**Run 1: register map, names as in the netlist**

The bar under the picture is 20 microns long. Other sequential cells in the stronger gray, the rest of the logic in the fainter gray.
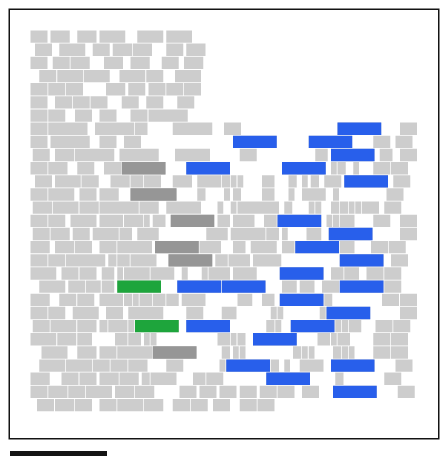
**Run 1: signal wires on met2**

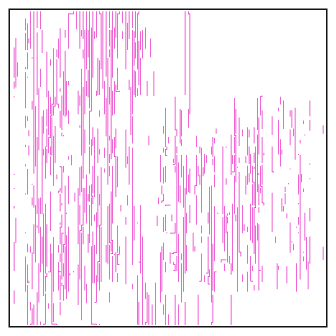
**Run 1: routing congestion map**

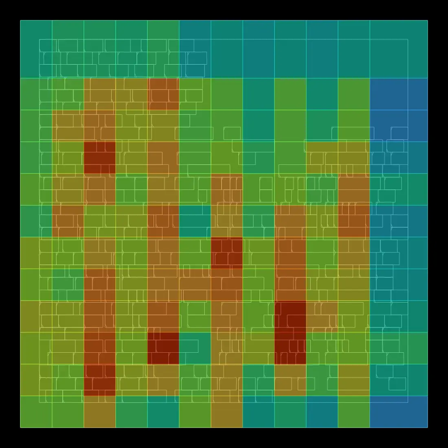
<file path="config.mk">
export PLATFORM = sky130hd
export DESIGN_NAME = subservient_ram_arb
export DESIGN_NICKNAME = d
export VERILOG_FILES = /design/src/rtl/subservient_ram_arb_pkg.sv /design/src/rtl/subservient_ram_arb.sv
export SDC_FILE = /design/constraint.sdc
export NUM_CORES = 1
export LEC_CHECK = 0
export CORE_MARGIN = 4
export CORE_UTILIZATION = 31
export DETAILED_ROUTE_END_ITERATION = 12
export PLACE_DENSITY = 0.79
export SLEW_MARGIN = 40
export SYNTH_ARGS = -nofsm -noshare
export SYNTH_HDL_FRONTEND = slang
export SYNTH_SLANG_ARGS = --single-unit
</file>
<file path="constraint.sdc">
create_clock -name i_clk -period 1.7 [get_ports i_clk]
set_input_delay 0.255 -clock i_clk [delete_from_list [all_inputs] [get_ports i_clk]]
set_output_delay 0.255 -clock i_clk [all_outputs]
set_load 0.005 [all_outputs]
</file>
<file path="src/rtl/subservient_ram_arb_pkg.sv">
// subservient_pkg: shared FSM type and SRAM width helper for the subservient RAM arbiter.
package subservient_pkg;

    typedef enum logic [1:0] {IDLE, BEAT, ACK} state_t;

    // Beats per 32-bit Wishbone word; 0 flags an unsupported SRAM width.
    function automatic int sram_beats(input int dw);
        return (dw == 8 || dw == 16 || dw == 32) ? 32 / dw : 0;
    endfunction

endpackage

</file>
<file path="src/rtl/subservient_ram_arb.sv">
// subservient_ram_arb: shares one SRAM between the SERV register file and a 32-bit Wishbone port,
// splitting each Wishbone access into sram_dw-wide beats and yielding to register-file writes.
module subservient_ram_arb
    import subservient_pkg::*;
#(
    parameter int depth = 256,
    parameter int sram_dw = 8,
    parameter int aw = $clog2(depth),
    localparam int nb = sram_beats(sram_dw),
    localparam int bw = nb > 1 ? $clog2(nb) : 1,
    localparam int saw = aw - $clog2(sram_dw / 8)
) (
    input  logic                 i_clk,
    input  logic                 i_rst_n,
    input  logic [saw-1:0]       i_waddr,
    input  logic [sram_dw-1:0]   i_wdata,
    input  logic                 i_wen,
    input  logic [saw-1:0]       i_raddr,
    output logic [sram_dw-1:0]   o_rdata,
    output logic [saw-1:0]       o_sram_waddr,
    output logic [sram_dw-1:0]   o_sram_wdata,
    output logic                 o_sram_wen,
    output logic [sram_dw/8-1:0] o_sram_be,
    output logic [saw-1:0]       o_sram_raddr,
    input  logic [sram_dw-1:0]   i_sram_rdata,
    input  logic [aw-3:0]        i_wb_adr,
    input  logic [31:0]          i_wb_dat,
    input  logic [3:0]           i_wb_sel,
    input  logic                 i_wb_we,
    input  logic                 i_wb_stb,
    output logic [31:0]          o_wb_rdt,
    output logic                 o_wb_ack
);

    state_t               state, state_nxt;
    logic [bw-1:0]        cnt, idx_q;
    logic                 iss_q, issue, last;
    logic [31:0]          rdt_q;
    logic [saw-1:0]       wb_addr;
    logic [sram_dw-1:0]   wb_wdata;
    logic [sram_dw/8-1:0] wb_be;

    if (nb == 0) begin : g_bad_width
        $error("subservient_ram_arb: sram_dw must be 8, 16 or 32");
    end

    if (nb == 1) begin : g_addr_word
        assign wb_addr  = i_wb_adr;
        assign o_wb_rdt = i_sram_rdata;
    end else begin : g_addr_beat
        assign wb_addr  = {i_wb_adr, cnt};
        assign o_wb_rdt = {i_sram_rdata, rdt_q[31-sram_dw:0]};
    end

    // Register-file writes own the SRAM; a blocked beat simply waits with cnt held.
    assign issue    = i_wb_stb && state != ACK && !i_wen;
    assign last     = cnt == bw'(nb - 1);
    assign wb_wdata = i_wb_dat[32'(cnt)*sram_dw +: sram_dw];
    assign wb_be    = i_wb_sel[32'(cnt)*(sram_dw/8) +: sram_dw/8];

    assign o_rdata      = i_sram_rdata;
    assign o_sram_waddr = issue ? wb_addr : i_waddr;
    assign o_sram_raddr = issue ? wb_addr : i_raddr;
    assign o_sram_wdata = issue ? wb_wdata : i_wdata;
    assign o_sram_be    = issue ? wb_be : '1;
    assign o_sram_wen   = issue ? i_wb_we && |wb_be : i_wen;

    always_comb begin
        state_nxt = state;
        state_nxt = (issue && last) ? ACK :
                    (state == ACK) ? IDLE :
                    (state == IDLE && i_wb_stb && !o_wb_ack) ? BEAT : state;
    end

    always_ff @(posedge i_clk or negedge i_rst_n) begin
        if (!i_rst_n) begin
            state    <= IDLE;
            cnt      <= '0;
            iss_q    <= 1'b0;
            idx_q    <= '0;
            rdt_q    <= '0;
            o_wb_ack <= 1'b0;
        end else begin
            state    <= state_nxt;
            o_wb_ack <= issue && last;
            iss_q    <= issue;
            idx_q    <= cnt;
            if (issue)
                cnt <= last ? '0 : cnt + bw'(1);
            // The final beat is forwarded straight from the SRAM, so only earlier beats are held.
            if (iss_q && 32'(idx_q) < nb - 1)
                rdt_q[32'(idx_q)*sram_dw +: sram_dw] <= i_sram_rdata;
        end
    end

endmodule
</file>
==> metrics.csv, run 1 <==
metric,value,unit
clock_power_share,12.0,%
gp_congestion,0.718,
firstDrtPassIters,4,
ys_types,25,
cp_common_cell,buf_6,
die_x,88.5,microns
final.setup.worst_slack,-0.326,ns
seq-cell-share,20.0,%
clkTransAtPathRegs,0.06,ns
io_buffers,145,
tightest_slew,0.527,ns
yosysMostFrequentCell,nand2_1,
crit_family,multiplexers,
clkCellAreaFrac,1.94,%
cp-startpoint,cnt[0],
timing.rr.start,idx_q[0],
final_cell_mix,"clkdlybuf4s50_1, nand2_1, buf_6",
wl_met1,2.38,mm
critPathKind,reg2out,
setup_tns,-3.64,ns
critPathSlowestCell,mux4_2,
layout.cells.most_common,clkdlybuf4s50_1,
peakVddDrop,0.597,mV
top_logic_kind,multiplexers,
topCellsByArea,"dfrtp_1, mux2_2, mux4_2, buf_4, nand2_1",
drv_slew,0,
drive_above_1_share,34.2,%
crit_arrival,1.77,ns
met3_usage,8.10,%
common_cells,"nand2_1, dfrtp_1, mux2_2, buf_4, o21ai_0",
dominant_cells,non-clock buffers,
viasPerCell,4.85,
logic_gates,115,
crit_path_end,o_sram_wdata[0],
status,finished with violations,
seq_cells,32,
ctsHoldBuffers,0,
cp.depth,5,
dp_hpwl,5.27,mm
maxPowerGroup,combinational logic,
switching_share,31.4,%
edf_count,0,
initial_core_util,31.8,%
top_cell_area_share,39.9,%
layout.cells.non_filler,422,
comb-power,0.00270,W
violations,negative setup slack,
preCtsSetupSlack,-0.592,ns
numSynthFlops,32,
sh_comb_area,27.8,%
setup_violations,26,
crit_chain,buf_12 -> buf_6 -> mux4_2 -> mux2_4 -> buf_6,
grt_pass1_vias,2240,
wl_met3,848,microns
async_flop_share,100,%
post-route-min-period,2.03,ns
cts_resized,163,
leakagePower,1.81,nW
postLayoutCellArea,4000,sq um
power_density,1120,nW/um^2
syn_area_per_cell,11.5,sq um
io_pins,146,
antenna_found_initial,0,
cts_tree,done,
drc,0,
syn_nets,259,
globalRouteMet2Util,32.9,%
reg2reg_depth,6,
adder_share,3.74,%
layout.nets,430,
worstReg2RegEnd,rdt_q[4],
start_kind,register,
yosys.area.top_type,dfrtp_1,
simple_gate_share,12.5,%
top_layer_used,met4,
hp-class,in2async,
wire_per_inst,16.6,microns
drt_iter0_markers,17,
rsz0062_at_grt,true,
grt_max_degree,33,
-- 'register map, names as in the netlist' (at the start) --
legend:
  `rdt_q`:
    color: blue
    sequential_cells: 24
  `state`:
    color: green
    sequential_cells: 2
not colored: 6

-- 'signal wires on met2' (at the start) --
main direction: vertical
nets with wire on the layer: 402
share of all routed wire: 52%
longest straight run: 45.4 microns
Vias: 2047
Post-Route WL: 7.02 mm

-- 'routing congestion map' (at the start) --
grt peak-use layer: met2
Tot GR Track Use: 17.9%
Core Util, Final: 63.4%

==> run 2, diff against run 1 <==
--- a/config.mk
+++ b/config.mk
@@ -5,10 +5,12 @@
 export SDC_FILE = /design/constraint.sdc
 export NUM_CORES = 1
 export LEC_CHECK = 0
+export CELL_PAD_IN_SITES_DETAIL_PLACEMENT = 1
+export CELL_PAD_IN_SITES_GLOBAL_PLACEMENT = 1
 export CORE_MARGIN = 4
-export CORE_UTILIZATION = 31
+export CORE_UTILIZATION = 22
 export DETAILED_ROUTE_END_ITERATION = 12
-export PLACE_DENSITY = 0.79
+export PLACE_DENSITY = 0.78
 export SLEW_MARGIN = 40
 export SYNTH_ARGS = -nofsm -noshare
 export SYNTH_HDL_FRONTEND = slang
==> run 2 against run 1 <==
  * The flow still finishes with violations (negative setup slack)
  * Fmax rose by 1.4%
  * Power rose by 4.8%
  * Global-route usage fell by 1.7 points
  * Critical endpoint unchanged
  * Highest routed layer unchanged
==> metrics.csv, run 2 <==
metric,value,unit
top_layer_used,met4,
yosysMostFrequentCell,nand2_1,
seq_cells,32,
reg2reg_depth,7,
preCtsSetupSlack,-0.613,ns
crit_path_end,o_sram_wdata[0],
status,finished with violations,
syn_area_per_cell,11.5,sq um
drc,0,
async_flop_share,100,%
wl_met3,853,microns
clock_power_share,15.4,%
final.setup.worst_slack,-0.298,ns
final_cell_mix,"clkdlybuf4s50_1, nand2_1, buf_6",
layout.cells.most_common,clkdlybuf4s50_1,
layout.cells.non_filler,454,
globalRouteMet2Util,30.8,%
ctsHoldBuffers,0,
postLayoutCellArea,4100,sq um
top_cell_area_share,39.9,%
simple_gate_share,12.5,%
cp.depth,4,
hp-class,in2async,
crit_arrival,1.74,ns
crit_family,multiplexers,
io_pins,146,
die_x,104,microns
common_cells,"nand2_1, dfrtp_1, mux2_2, buf_4, o21ai_0",
dp_hpwl,5.81,mm
violations,negative setup slack,
setup_violations,26,
cp-startpoint,cnt[0],
power_density,1150,nW/um^2
maxPowerGroup,combinational logic,
critPathSlowestCell,mux4_2,
worstReg2RegEnd,cnt[1],
post-route-util,46.5,%
syn_nets,259,
switching_share,31.8,%
grt_pass1_vias,2516,
grt.busiest_layer,met2,
initial_core_util,22.8,%
wire_per_inst,18.6,microns
adder_share,3.74,%
**Run 2: signal wires on met2**

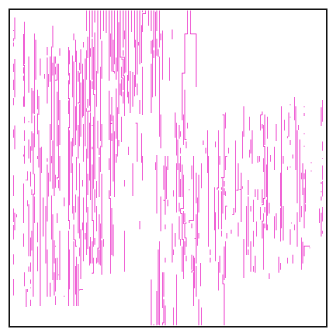
share of all routed wire: 53%
wire length on this layer: 4480 microns

**Run 2: met3 routing**

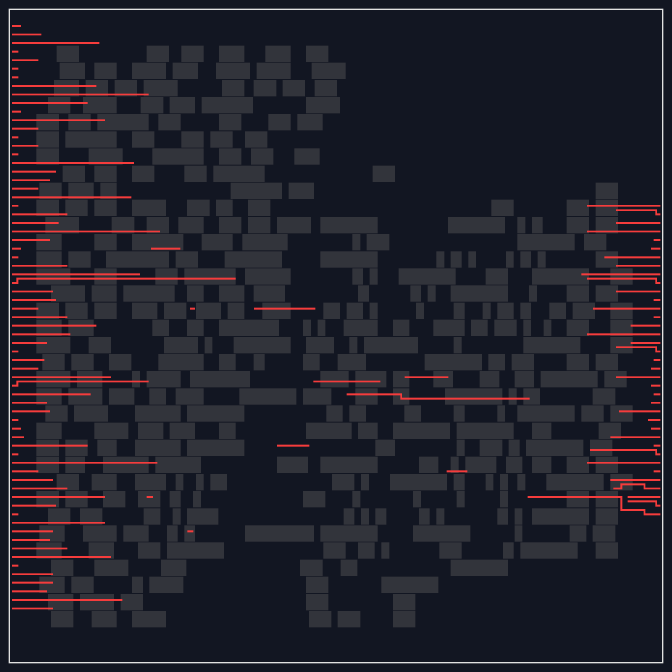
longest straight run: 34.5 microns
wire length on this layer: 854 microns
main direction: horizontal
share of all routed wire: 10%
Post-Route WL: 8.44 mm
met3 GRT Util: 6.97%

Power figures rest on the tool's default switching activity, not on a simulated workload.
